Fig. 1: sequential cells coloured by netlist name
Other sequential cells in the stronger grey, the rest of the logic in the fainter grey.
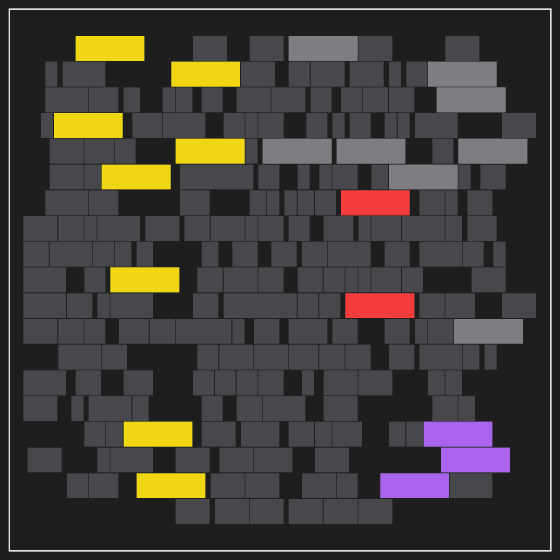
Fig. 2: clock routing
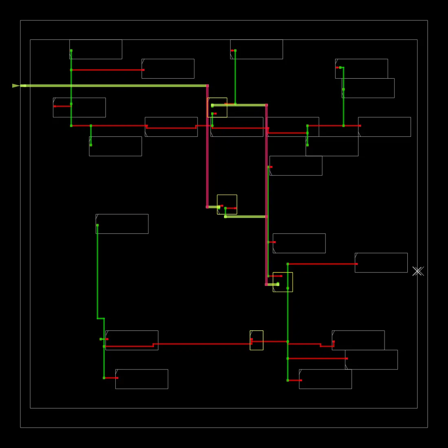
Fig. 3: cells by drive strength
The bar under the picture is 20 microns long.
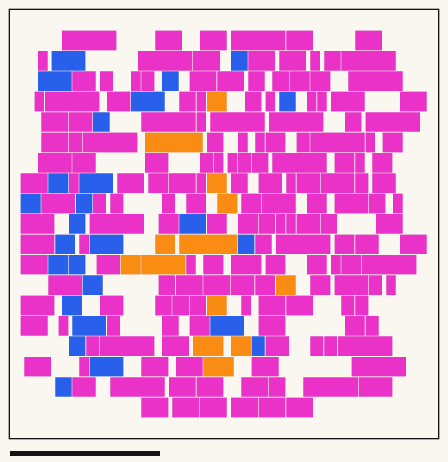
Fig. 4: clock network drawn from the DEF
The bar under the picture is 20 microns long.
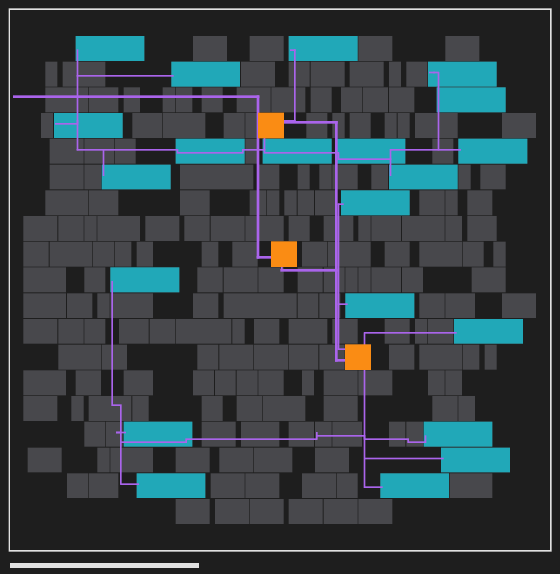
**src/rtl/serial_port_ctrl_if.sv**
```systemverilog
// CPU register-bus bundle for the serial port controller.
//   cpu_addr  : 16-bit CPU address
//   cpu_wr    : one-cycle write strobe
//   cpu_din   : write data
//   cpu_dout  : read data (combinational from the slave)
//   cpu_hit   : slave decodes cpu_addr as one of its registers
// master = CPU side, slave = serial port controller.
interface serial_port_ctrl_if;
  logic [15:0] cpu_addr;
  logic        cpu_wr;
  logic [7:0]  cpu_din;
  logic [7:0]  cpu_dout;
  logic        cpu_hit;

  modport master (output cpu_addr, cpu_wr, cpu_din, input cpu_dout, cpu_hit);
  modport slave  (input cpu_addr, cpu_wr, cpu_din, output cpu_dout, cpu_hit);
endinterface

```
**src/rtl/serial_port_ctrl.sv**
```systemverilog
// Link-cable serial port controller (SB/SC registers).
// Runs 8-bit transfers: a bit is shifted out on each falling serial-clock
// edge and one is shifted in on the following rising edge. The serial clock
// is either the internal divider clock (sclk_int) or the partner's clock
// (sck_in, synchronised here). irq_serial pulses for one cycle on completion.
// Ports:
//   clk, reset  : system clock, synchronous active-high reset
//   bus         : CPU register bus (slave modport), cpu_dout/cpu_hit comb.
//   sclk_int    : internal serial clock, synchronous to clk
//   sck_in      : external serial clock, asynchronous
//   sck_out     : serial clock driven to partner (1 unless internal+active)
//   sd_in/sd_out: serial data in / out
//   irq_serial  : one-cycle completion pulse
//   busy        : transfer in progress (SC start bit)
module serial_port_ctrl #(
  parameter logic [15:0] SB_ADDR     = 16'hFF01,
  parameter logic [15:0] SC_ADDR     = 16'hFF02,
  parameter int          SYNC_STAGES = 2
) (
  input  logic               clk,
  input  logic               reset,
  serial_port_ctrl_if.slave  bus,
  input  logic               sclk_int,
  input  logic               sck_in,
  output logic               sck_out,
  input  logic               sd_in,
  output logic               sd_out,
  output logic               irq_serial,
  output logic               busy
);

  typedef enum logic [1:0] {IDLE, WAIT_FALL, WAIT_RISE, DONE} state_t;

  state_t                 state;
  logic [7:0]             sb;
  logic                   start;
  logic                   clksel;
  logic [2:0]             bit_cnt;
  logic [SYNC_STAGES-1:0] sck_sync;
  logic                   clk_q;

  logic sb_wr, sc_wr, active, mid_xfer;
  logic clksel_nxt, sck_ext, cur, cur_nxt, fall, rise;

  assign sb_wr    = bus.cpu_wr && (bus.cpu_addr == SB_ADDR);
  assign sc_wr    = bus.cpu_wr && (bus.cpu_addr == SC_ADDR);
  assign active   = (state != IDLE);
  assign mid_xfer = (state == WAIT_FALL) || (state == WAIT_RISE);
  assign sck_ext  = sck_sync[SYNC_STAGES-1];

  // clksel changes on any SC write except a start request mid-transfer,
  // which is ignored entirely.
  always_comb begin
    clksel_nxt = clksel;
    if (sc_wr && !(bus.cpu_din[7] && mid_xfer))
      clksel_nxt = bus.cpu_din[0];
  end

  assign cur     = clksel     ? sclk_int : sck_ext;
  assign cur_nxt = clksel_nxt ? sclk_int : sck_ext;
  // clk_q tracks the source that will be selected next cycle, so switching
  // clocks never fabricates an edge; a low phase already in progress at start
  // is therefore skipped and the transfer begins at a genuine falling edge.
  assign fall    = clk_q & ~cur;
  assign rise    = ~clk_q & cur;

  assign busy        = start;
  assign bus.cpu_hit = (bus.cpu_addr == SB_ADDR) || (bus.cpu_addr == SC_ADDR);

  always_comb begin
    bus.cpu_dout = 8'hFF;
    if (bus.cpu_addr == SB_ADDR)      bus.cpu_dout = sb;
    else if (bus.cpu_addr == SC_ADDR) bus.cpu_dout = {start, 6'b111111, clksel};
  end

  always_ff @(posedge clk) begin
    if (reset) begin
      state      <= IDLE;
      sb         <= 8'h00;
      start      <= 1'b0;
      clksel     <= 1'b0;
      bit_cnt    <= 3'd0;
      sck_sync   <= '1;
      clk_q      <= 1'b1;
      sd_out     <= 1'b1;
      sck_out    <= 1'b1;
      irq_serial <= 1'b0;
    end else begin
      sck_sync   <= {sck_sync[SYNC_STAGES-2:0], sck_in};
      clk_q      <= cur_nxt;
      clksel     <= clksel_nxt;
      sck_out    <= (active && clksel) ? sclk_int : 1'b1;
      irq_serial <= 1'b0;
      unique case (state)
        IDLE: begin
          if (sb_wr) sb <= bus.cpu_din;
          if (sc_wr && bus.cpu_din[7]) begin
            start   <= 1'b1;
            bit_cnt <= 3'd0;
            state   <= WAIT_FALL;
          end
        end
        WAIT_FALL, WAIT_RISE: begin
          if (sc_wr && !bus.cpu_din[7]) begin
            // abort: SB keeps whatever has been shifted so far
            start  <= 1'b0;
            sd_out <= 1'b1;
            state  <= IDLE;
          end else if (state == WAIT_FALL) begin
            if (fall) begin
              sd_out <= sb[7];
              state  <= WAIT_RISE;
            end
          end else if (rise) begin
            sb      <= {sb[6:0], sd_in};
            bit_cnt <= bit_cnt + 3'd1;
            state   <= (bit_cnt == 3'd7) ? DONE : WAIT_FALL;
          end
        end
        DONE: begin
          irq_serial <= 1'b1;
          sd_out     <= 1'b1;
          if (sc_wr && bus.cpu_din[7]) begin
            // back-to-back transfer: start stays set
            bit_cnt <= 3'd0;
            state   <= WAIT_FALL;
          end else begin
            start <= 1'b0;
            state <= IDLE;
          end
        end
        default: state <= IDLE;
      endcase
    end
  end

endmodule

```
**src/flat_wrapper.sv**
```systemverilog
// flat-port wrapper written by rule: the top's interface ports become plain ports
module serial_port_ctrl_flat 
#(
  parameter logic [15:0] SB_ADDR     = 16'hFF01,
  parameter logic [15:0] SC_ADDR     = 16'hFF02,
  parameter int          SYNC_STAGES = 2
)
  (clk, reset, sclk_int, sck_in, sck_out, sd_in, sd_out, irq_serial, busy, bus_cpu_addr, bus_cpu_wr, bus_cpu_din, bus_cpu_dout, bus_cpu_hit);
  serial_port_ctrl_if bus_i ();
  input  logic clk;
  input  logic reset;
  input  logic sclk_int;
  input  logic sck_in;
  output logic sck_out;
  input  logic sd_in;
  output logic sd_out;
  output logic irq_serial;
  output logic busy;
  input wire logic [$bits(bus_i.cpu_addr)-1:0] bus_cpu_addr;
  input wire logic [$bits(bus_i.cpu_wr)-1:0] bus_cpu_wr;
  input wire logic [$bits(bus_i.cpu_din)-1:0] bus_cpu_din;
  output wire logic [$bits(bus_i.cpu_dout)-1:0] bus_cpu_dout;
  output wire logic [$bits(bus_i.cpu_hit)-1:0] bus_cpu_hit;
  assign bus_i.cpu_addr = bus_cpu_addr;
  assign bus_i.cpu_wr = bus_cpu_wr;
  assign bus_i.cpu_din = bus_cpu_din;
  assign bus_cpu_dout = bus_i.cpu_dout;
  assign bus_cpu_hit = bus_i.cpu_hit;
  serial_port_ctrl #(.SB_ADDR(SB_ADDR), .SC_ADDR(SC_ADDR), .SYNC_STAGES(SYNC_STAGES)) u_core (.clk(clk), .reset(reset), .bus(bus_i), .sclk_int(sclk_int), .sck_in(sck_in), .sck_out(sck_out), .sd_in(sd_in), .sd_out(sd_out), .irq_serial(irq_serial), .busy(busy));
endmodule
```
**config.mk**
```make
export PLATFORM = sky130hd
export DESIGN_NAME = serial_port_ctrl_flat
export DESIGN_NICKNAME = d
export VERILOG_FILES = /design/src/rtl/serial_port_ctrl_if.sv /design/src/rtl/serial_port_ctrl.sv /design/src/flat_wrapper.sv
export SDC_FILE = /design/constraint.sdc
export NUM_CORES = 1
export LEC_CHECK = 0
export CAP_MARGIN = 25
export CORE_UTILIZATION = 49
export CTS_BUF_LIST = sky130_fd_sc_hd__clkbuf_2 sky130_fd_sc_hd__clkbuf_4 sky130_fd_sc_hd__clkbuf_8
export CTS_CLUSTER_SIZE = 24
export DETAILED_ROUTE_END_ITERATION = 8
export HOLD_SLACK_MARGIN = 0.12
export PLACE_DENSITY = 0.82
export SYNTH_ARGS = -nofsm -noshare
export SYNTH_HDL_FRONTEND = slang
export SYNTH_SLANG_ARGS = --single-unit
```
**constraint.sdc**
```tcl
create_clock -name clk -period 3.3 [get_ports clk]
set_clock_uncertainty 0.2 [all_clocks]
set_input_delay 0.33 -clock clk [delete_from_list [all_inputs] [get_ports clk]]
set_output_delay 0.33 -clock clk [all_outputs]
set_load 0.01 [all_outputs]
```
==> impl_metrics.ini <==
; flow metrics
[yosys]
yosysChipArea_sq_um = 1490
numSynthFlops = 21
ys_seq_frac = 0.283
ys.flop_type = dfxtp_1
synth_nets = 207
ys_cells = 171
avgSynthCellArea_sq_um = 8.70
synth_cell_types = 48

[outcome]
violations = design-rule violations
status = finished, violations left

[pwr]
power_leakage_nw = 0.742
max-vdd-ir-drop_mv = 0.183
netSwitchingFraction = 0.306
finalPower_uw = 546

[cts]
numCtsBuffers = 3
htreeDepth = 1
cts.path.max_buffers = 2

[die]
pin_count = 43
chipArea_sq_um = 3260

[place]
port-buffer-count = 42
finalWeightedCongestion = 0.885

[critical_path]
arrival_ns = 2.73
start_kind = primary input
path_max_fanout = 7

[final_timing]
hold_viol = 0
max_freq_mhz = 307
period_needed_ns = 3.26

[drt]
remaining_drc_errors = 3
## Picture notes: Fig. 1
Key: purple = `u_core.bit_cnt` [flops 3]; yellow = `u_core.sb` [flops 8]; red = `u_core.state` [flops 2]
Another 8 sequential cells are not coloured.

## Picture notes: Fig. 2
Seq Cell Count: 21
clk ins delay skew pair: 0.32 ns

## Picture notes: Fig. 3
Key: blue = _2 cells [cells 26, share 12%]; orange = _3 and _4 cells [cells 13, share 6.1%]; magenta = _0 and _1 cells [cells 174, share 82%]

## Picture notes: Fig. 4
Key: cyan = flip-flops [count 21]; purple = clock wires [length 295 microns]; orange = clock drivers [count 3]
There are 4 routed clock nets. Position of the flops: widely spread.

-- cells in the mapped netlist (5+ instances only) --
library cell  instances  share of area
o211ai_2              7          0.059
o31ai_1               6          0.030
inv_1                 6          0.015
nor2_1                6          0.015
dfxtp_1              21           0.28
clkbuf_1              5          0.013
a21oi_1               7          0.024
or3_2                 6          0.030
o21ai_0               5          0.017
o2111ai_1             7          0.041
or2_2                10          0.042
nand2b_1              5          0.021
nand2_1              16          0.040
ha_1                  6          0.050
-- area by class of cell --
class,count,area (sq um)
Clock buffer,3,22.5
Clock inverter,1,5.00
Fill cell,225,830
Inverter,6,22.5
Multi-Input combinational cell,135,993
Sequential cell,21,420
Tap cell,31,38.8
Timing Repair Buffer,47,473
-- per-layer routing --
metal / vias up / track usage / part of all wire
met1: 717 / 0.317 / 0.40
met3: 7 / 0.0454 / 0.043
met4: 0 / 0.0976 / 0.012
met2: 42 / 0.518 / 0.54
met5: - / 0 / 0
li1: 748 / - / -
-- cell families after synthesis --
logic type               count (synthesis)  share of synthesized area
multiplexers                             1                    0.00673
AND-OR/OR-AND                           59                      0.325
AND/OR/NAND/NOR                         69                      0.285
flip-flops                              21                      0.283
adder cells (fa/ha/maj)                  6                     0.0505
buffers and inverters                   15                     0.0496
-- worst max-delay path, cell delays in order --
cell	delay, ns
clkdlybuf4s50_1	0.41
or4_4	0.54
or4_4	0.54
buf_4	0.19
a21oi_1	0.16
clkdlybuf4s50_1	0.56
-- flip-flops by register name (all words and copies together), names as in the netlist --
signal / count
u_core.clk_q: 1
u_core.clksel: 1
u_core.sd_out: 1
u_core.state: 2
u_core.sck_sync: 2
u_core.bit_cnt: 3
u_core.sck_out: 1
u_core.irq_serial: 1
u_core.busy: 1
u_core.sb: 8
-- power groups by stage --
| stage | sequential [mW] | combinational [mW] | clock (mW) |
|---|---|---|---|
| detailed placement | 0.272 | 0.145 | 0 |
| global route | 0.268 | 0.162 | 0.145 |
| floorplan | 0.271 | 0.0855 | 0 |
| finish | 0.267 | 0.147 | 0.132 |
| CTS | 0.266 | 0.146 | 0.134 |
| global placement | 0.271 | 0.139 | 0 |
-- stage by stage --
step / cells / hold WS, ns / setup WS (ns)
finish: 244 / 0.234 / 0.0383
detailed placement: 240 / 0.208 / 0.0106
CTS: 244 / 0.237 / 0.00150
floorplan: 171 / 0.189 / 0.789
global placement: 240 / 0.192 / 0.0224
global route: 244 / 0.244 / 0.0153
-- path summary, 6_finish.rpt --
path / start / endpoint / slack (ns) / depth (start not counted)
worst max-delay path: bus_cpu_addr[3] / bus_cpu_hit / 0.04 / 6
worst min-delay path: u_core.sck_sync[0] / u_core.sck_sync[1] / 0.23 / 1
worst max register to register: u_core.state[1] / u_core.sb[7] / 0.73 / 7
worst min register to register: u_core.sck_sync[0] / u_core.sck_sync[1] / 0.23 / 1
-- placed cells by master, fill, tap and decap left out, types with 7 or more instances in the layout --
cell type	count
o211ai_2	7
nand2_1	16
clkdlybuf4s50_1	36
dfxtp_1	21
or2_2	10
o2111ai_1	7
a21oi_1	7
Power is estimated from default activity; no workload was simulated.
